run_1/placement_by_type.png
Scale bar: 10 um. Fill, decap, tap and diode cells in gray.
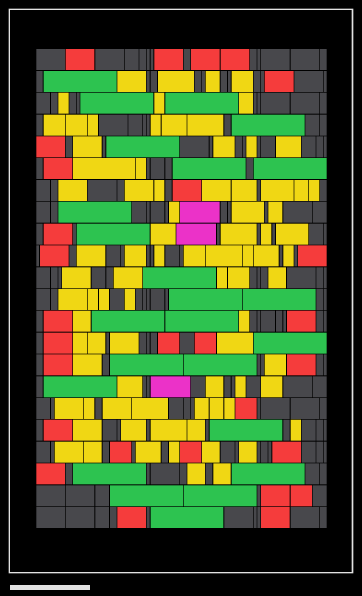
run_1/logic_types.png
Scale bar: 10 um.
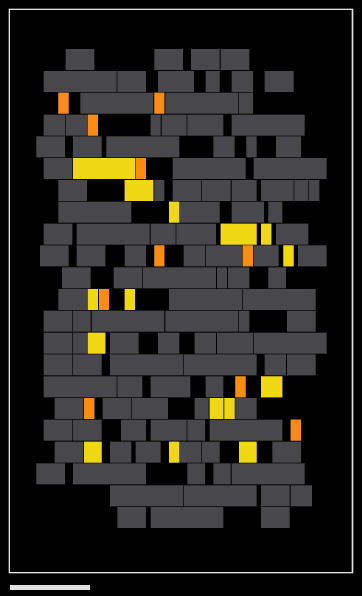
run_1/wires.png
Scale bar: 10 um.
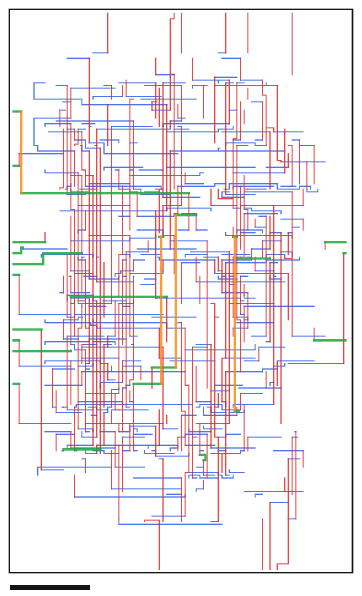
==> config.mk <==
export PLATFORM = sky130hd
export DESIGN_NAME = truth_table_sweeper
export DESIGN_NICKNAME = d
export VERILOG_FILES = /design/src/rtl/truth_table_sweeper.sv
export SDC_FILE = /design/constraint.sdc
export NUM_CORES = 1
export LEC_CHECK = 0
export CORE_ASPECT_RATIO = 1.75
export CORE_MARGIN = 3
export CORE_UTILIZATION = 53
export CTS_BUF_LIST = sky130_fd_sc_hd__clkbuf_8
export DETAILED_ROUTE_END_ITERATION = 12
export GPL_ROUTABILITY_DRIVEN = 0
export PLACE_DENSITY = 0.81
export SYNTH_ARGS = -nofsm -noshare
export SYNTH_HDL_FRONTEND = slang
export SYNTH_SLANG_ARGS = --single-unit
==> constraint.sdc <==
create_clock -name clk -period 2 [get_ports clk]
set_input_delay 0.2 -clock clk [delete_from_list [all_inputs] [get_ports clk]]
set_output_delay 0.2 -clock clk [all_outputs]
set_load 0.05 [all_outputs]
==> results_slide.txt, run 1 <==
Implementation Results

Outcome
  • Status: completed

Clock network
  • Hold buffer count at cts: 0
  • Sink Count: 24
  • Post-cts sizing count: 0
  • Setup Fix Bufs, Post-CTS: 0
  • Total CTS buffers: 3
  • Clk pin slew, worst setup/hold paths: 0.08 ns

Logic synthesis
  • Synth Net Count: 125
  • Library cells used by synthesis: 33
  • Ys flops: 24
  • Top logic family: AND-OR/OR-AND gates
  • Post-synth top flop: dfrtp_1
  • Cell count after synthesis: 114
  • Mux share: 0.0261
  • Yosys xor share: 0.00704
  • Yosys cell count: 114
  • Adder Area Share: 0.0603
  • And-or/or-and share of the synthesized area: 0.208
  • Synth Area in Simple Gates: 0.162
  • Chip Area, Yosys: 1240 um^2
  • Mapped Avg Cell Area: 10.9 um^2

Worst setup path
  • Crit path depth: 1
  • Startpoint Class: flop
  • Worst Reg-to-Reg Cells: 5
  • Critical path type: flop to output pin
  • CP Max Fanout: 11
  • Slowest stage delay, CP: 0.87 ns
  • CP max stage cell: clkdlybuf4s50_1

Global route
  • Routing usage on met3: 0.0361
  • First-pass GRT wire length: 4820 um
  • GRT busiest layer: met2
  • M1 GR Usage: 0.257

Final timing
  • Final worst slack: 0.115 ns
  • Setup TNS: 0 ns
  • Crit path time final: 1.88 ns
  • Slew @ Worst Pin: 0.637 ns
  • Final worst-path cycle share: 0.942
  • # setup viols final: 0
  • Clock Skews: 0.000364 ns
  • Min Hold Slack: 0.300 ns

Detailed routing
  • Met3 WL post-DR: 89 um
  • Antenna viol nets, final: 0
  • DR WL met2: 1440 um
  • Highest metal used: met4
  • WL per Instance: 17.2 um

Floorplanning
  • Core Box Area: 2170 um^2
  • Die width: 42.6 um
  • Initial Util: 0.572

Finish
  • Largest class: sequential cells
  • Flop Count: 24
  • Clock network area share: 0.0266
  • Non-CTS buffers: 28
  • Logic area: 577 um^2
  • Fillers: 171
  • Syn-to-layout area delta: 24.6%
  • Antenna cells: 0
  • Multi-In Gates: 73
  • Design Area, Final: 1550 um^2

Power
  • Internal power: 1.21 mW
  • Pwr dens: 1410 nW/um^2
  • Switching part of the total: 0.446
  • Peak supply drop: 850 uV
  • Overall power: 2.19 mW

Job
  • Tool warning count: 27
  • MaxCap Viol Count: 0

Placed design
  • Post-Place Worst Slack: 0.190 ns
  • Placed insts: 159
Back to the opening pictures, placement_by_type.png:
clock drivers -> magenta  # cells 3, share of their area 2.7%
sequential cells -> green  # cells 24, share of their area 39%
remaining buffers and delay cells -> red  # cells 28, share of their area 17%
combinational and other logic -> yellow  # cells 83, share of their area 40%
fraction of area in registers: 0.387
final core area utilization: 0.713

Back to the opening pictures, logic_types.png:
nor cells -> yellow  # cells 15, most used nor2_1
inv cells -> orange  # cells 10, most used inv_1
Comb/total area: 0.372
Layout Cells excl Fill: 162
most frequent logic cell in the layout: dfrtp_1

Back to the opening pictures, wires.png:
metal 3 -> green  # wire length 89.4 um
metal 4 -> orange  # wire length 69.4 um
metal 2 -> red  # wire length 1440 um
metal 1 -> blue  # wire length 1190 um
via count: 1000
WL final: 2780 um

--- run 2 (diff from run 1) ---
- CELL_PAD_IN_SITES_DETAIL_PLACEMENT: unset -> 1
- CELL_PAD_IN_SITES_GLOBAL_PLACEMENT: unset -> 1
- CORE_UTILIZATION: 53 -> 38
- PLACE_DENSITY: 0.81 -> 0.75
==> run 2 against run 1 <==
Net effect:
- final cell count rose by 13%
- sequential power rose by 4.6%
- critical path depth rose by 4
- die area rose by 35%
- utilization fell by 18 points
- combinational power barely moved
- maximum frequency rose by 2.3%
- sequential share of layout area fell by 1.2 points
- critical path type is now flop to flop
- first-iteration DRC count fell by 82%
- final area rose by 3.3%
- clock skew rose by 0.0037 ns
- global-route usage fell by 2.1 points
==> results_slide.txt, run 2 <==
Implementation Results

Finish
  • Largest class: sequential cells
  • Multi-In Gates: 73
  • Flop Count: 24
  • Clock network area share: 0.0343
  • Layout Cells excl Fill: 183
  • Syn-to-layout area delta: 28.7%
  • Non-CTS buffers: 30
  • Most frequent logic cell in the layout: dfrtp_1
  • Antenna cells: 0
  • Comb/total area: 0.360

Detailed routing
  • Antenna viol nets, final: 0
  • DR WL met2: 1890 um

Worst setup path
  • CP Max Fanout: 6
  • Startpoint Class: flop
  • CP max stage cell: or4_1

Logic synthesis
  • And-or/or-and share of the synthesized area: 0.208
  • Mapped Avg Cell Area: 10.9 um^2
  • Adder Area Share: 0.0603
  • Synth Net Count: 125
  • Library cells used by synthesis: 33
  • Yosys cell count: 114
  • Ys flops: 24
  • Top logic family: AND-OR/OR-AND gates
  • Post-synth top flop: dfrtp_1
  • Chip Area, Yosys: 1240 um^2
  • Synth Area in Simple Gates: 0.162

Clock network
  • Setup Fix Bufs, Post-CTS: 0
  • Total CTS buffers: 3
  • Hold buffer count at cts: 0
  • Post-cts sizing count: 0
  • Clk pin slew, worst setup/hold paths: 0.09 ns
  • Sink Count: 24

Final timing
  • Final worst-path cycle share: 0.921
  • # setup viols final: 0
  • Min Hold Slack: 0.267 ns
  • Clock Skews: 0.00410 ns
  • Crit path time final: 1.84 ns

Power
  • Overall power: 2.27 mW

Outcome
  • Status: completed

Global route
  • Routing usage on met3: 0.0272
  • GRT busiest layer: met2
  • M1 GR Usage: 0.202

Job
  • MaxCap Viol Count: 0
  • Tool warning count: 27

Floorplanning
  • Die width: 49.3 um
  • Initial Util: 0.411

Placed design
  • Placed insts: 179
run_2/wires.png
Scale bar: 10 um.
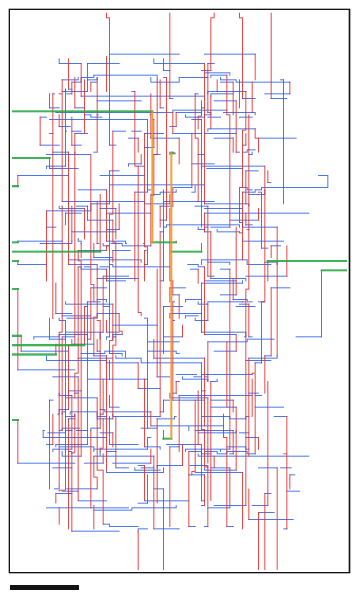
metal 3 -> green  # wire length 83.5 um
metal 2 -> red  # wire length 1890 um
metal 1 -> blue  # wire length 1280 um
metal 4 -> orange  # wire length 60.5 um
WL per Instance: 18.1 um
WL final: 3310 um
via count: 1015
total track usage: 0.185

--- run 3 (diff from run 2) ---
--- a/config.mk
+++ b/config.mk
@@ -10,9 +10,10 @@
 export CORE_ASPECT_RATIO = 1.75
 export CORE_MARGIN = 3
-export CORE_UTILIZATION = 38
+export CORE_UTILIZATION = 42
 export CTS_BUF_LIST = sky130_fd_sc_hd__clkbuf_8
+export CTS_CLUSTER_SIZE = 10
 export DETAILED_ROUTE_END_ITERATION = 12
 export GPL_ROUTABILITY_DRIVEN = 0
-export PLACE_DENSITY = 0.75
+export PLACE_DENSITY = 0.82
 export SYNTH_ARGS = -nofsm -noshare
 export SYNTH_HDL_FRONTEND = slang
==> constraint.sdc (replaced) <==
create_clock -name clk -period 2 [get_ports clk]
set_input_delay 0.2 -clock clk [delete_from_list [all_inputs] [get_ports clk]]
set_output_delay 0.2 -clock clk [all_outputs]
set_load 0.02 [all_outputs]
==> run 3 against run 2 <==
Net effect:
- synthesized cell count did not move
- synthesized area did not move
- sequential power rose by 2%
- via count fell by 2.3%
- highest routed layer unchanged
- maximum frequency fell by 1.5%
==> results_slide.txt, run 3 <==
Implementation Results

Outcome
  • Status: completed

Clock network
  • Sink Count: 24
  • Clk pin slew, worst setup/hold paths: 0.09 ns

Placed design
  • Placed insts: 160
  • Post-Place Worst Slack: 0.158 ns

Global route
  • M1 GR Usage: 0.270
  • Total track usage: 0.210
  • First-pass GRT wire length: 5660 um

Detailed routing
  • DR WL met2: 1850 um
  • WL final: 3290 um
  • Antenna viol nets, final: 0

Worst setup path
  • Slowest stage delay, CP: 0.55 ns
  • Critical path type: flop to flop
  • Startpoint Class: flop
  • Crit path depth: 5
  • CP Max Fanout: 6
  • CP max stage cell: or4_1

Final timing
  • Slew @ Worst Pin: 0.623 ns
  • # setup viols final: 0
  • Final worst slack: 0.131 ns

Finish
  • Antenna cells: 0
  • Multi-In Gates: 73
  • Flop Count: 24
  • Logic area: 577 um^2
  • Syn-to-layout area delta: 26.1%

Logic synthesis
  • Top logic family: AND-OR/OR-AND gates
  • Post-synth top flop: dfrtp_1
  • Chip Area, Yosys: 1240 um^2
  • Yosys xor share: 0.00704
  • Cell count after synthesis: 114
  • Mapped Avg Cell Area: 10.9 um^2
  • Synth Area in Simple Gates: 0.162

Power
  • Overall power: 2.15 mW
  • Pwr dens: 1370 nW/um^2
  • Peak supply drop: 631 uV

Floorplanning
  • Die width: 47.2 um
  • Initial Util: 0.452

Job
  • Tool warning count: 27
run_3/placement.png
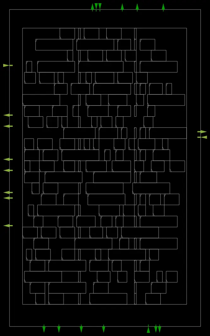
final core area utilization: 0.570
fillers: 292

No activity file was given, so power comes from the tool's default toggle rates.
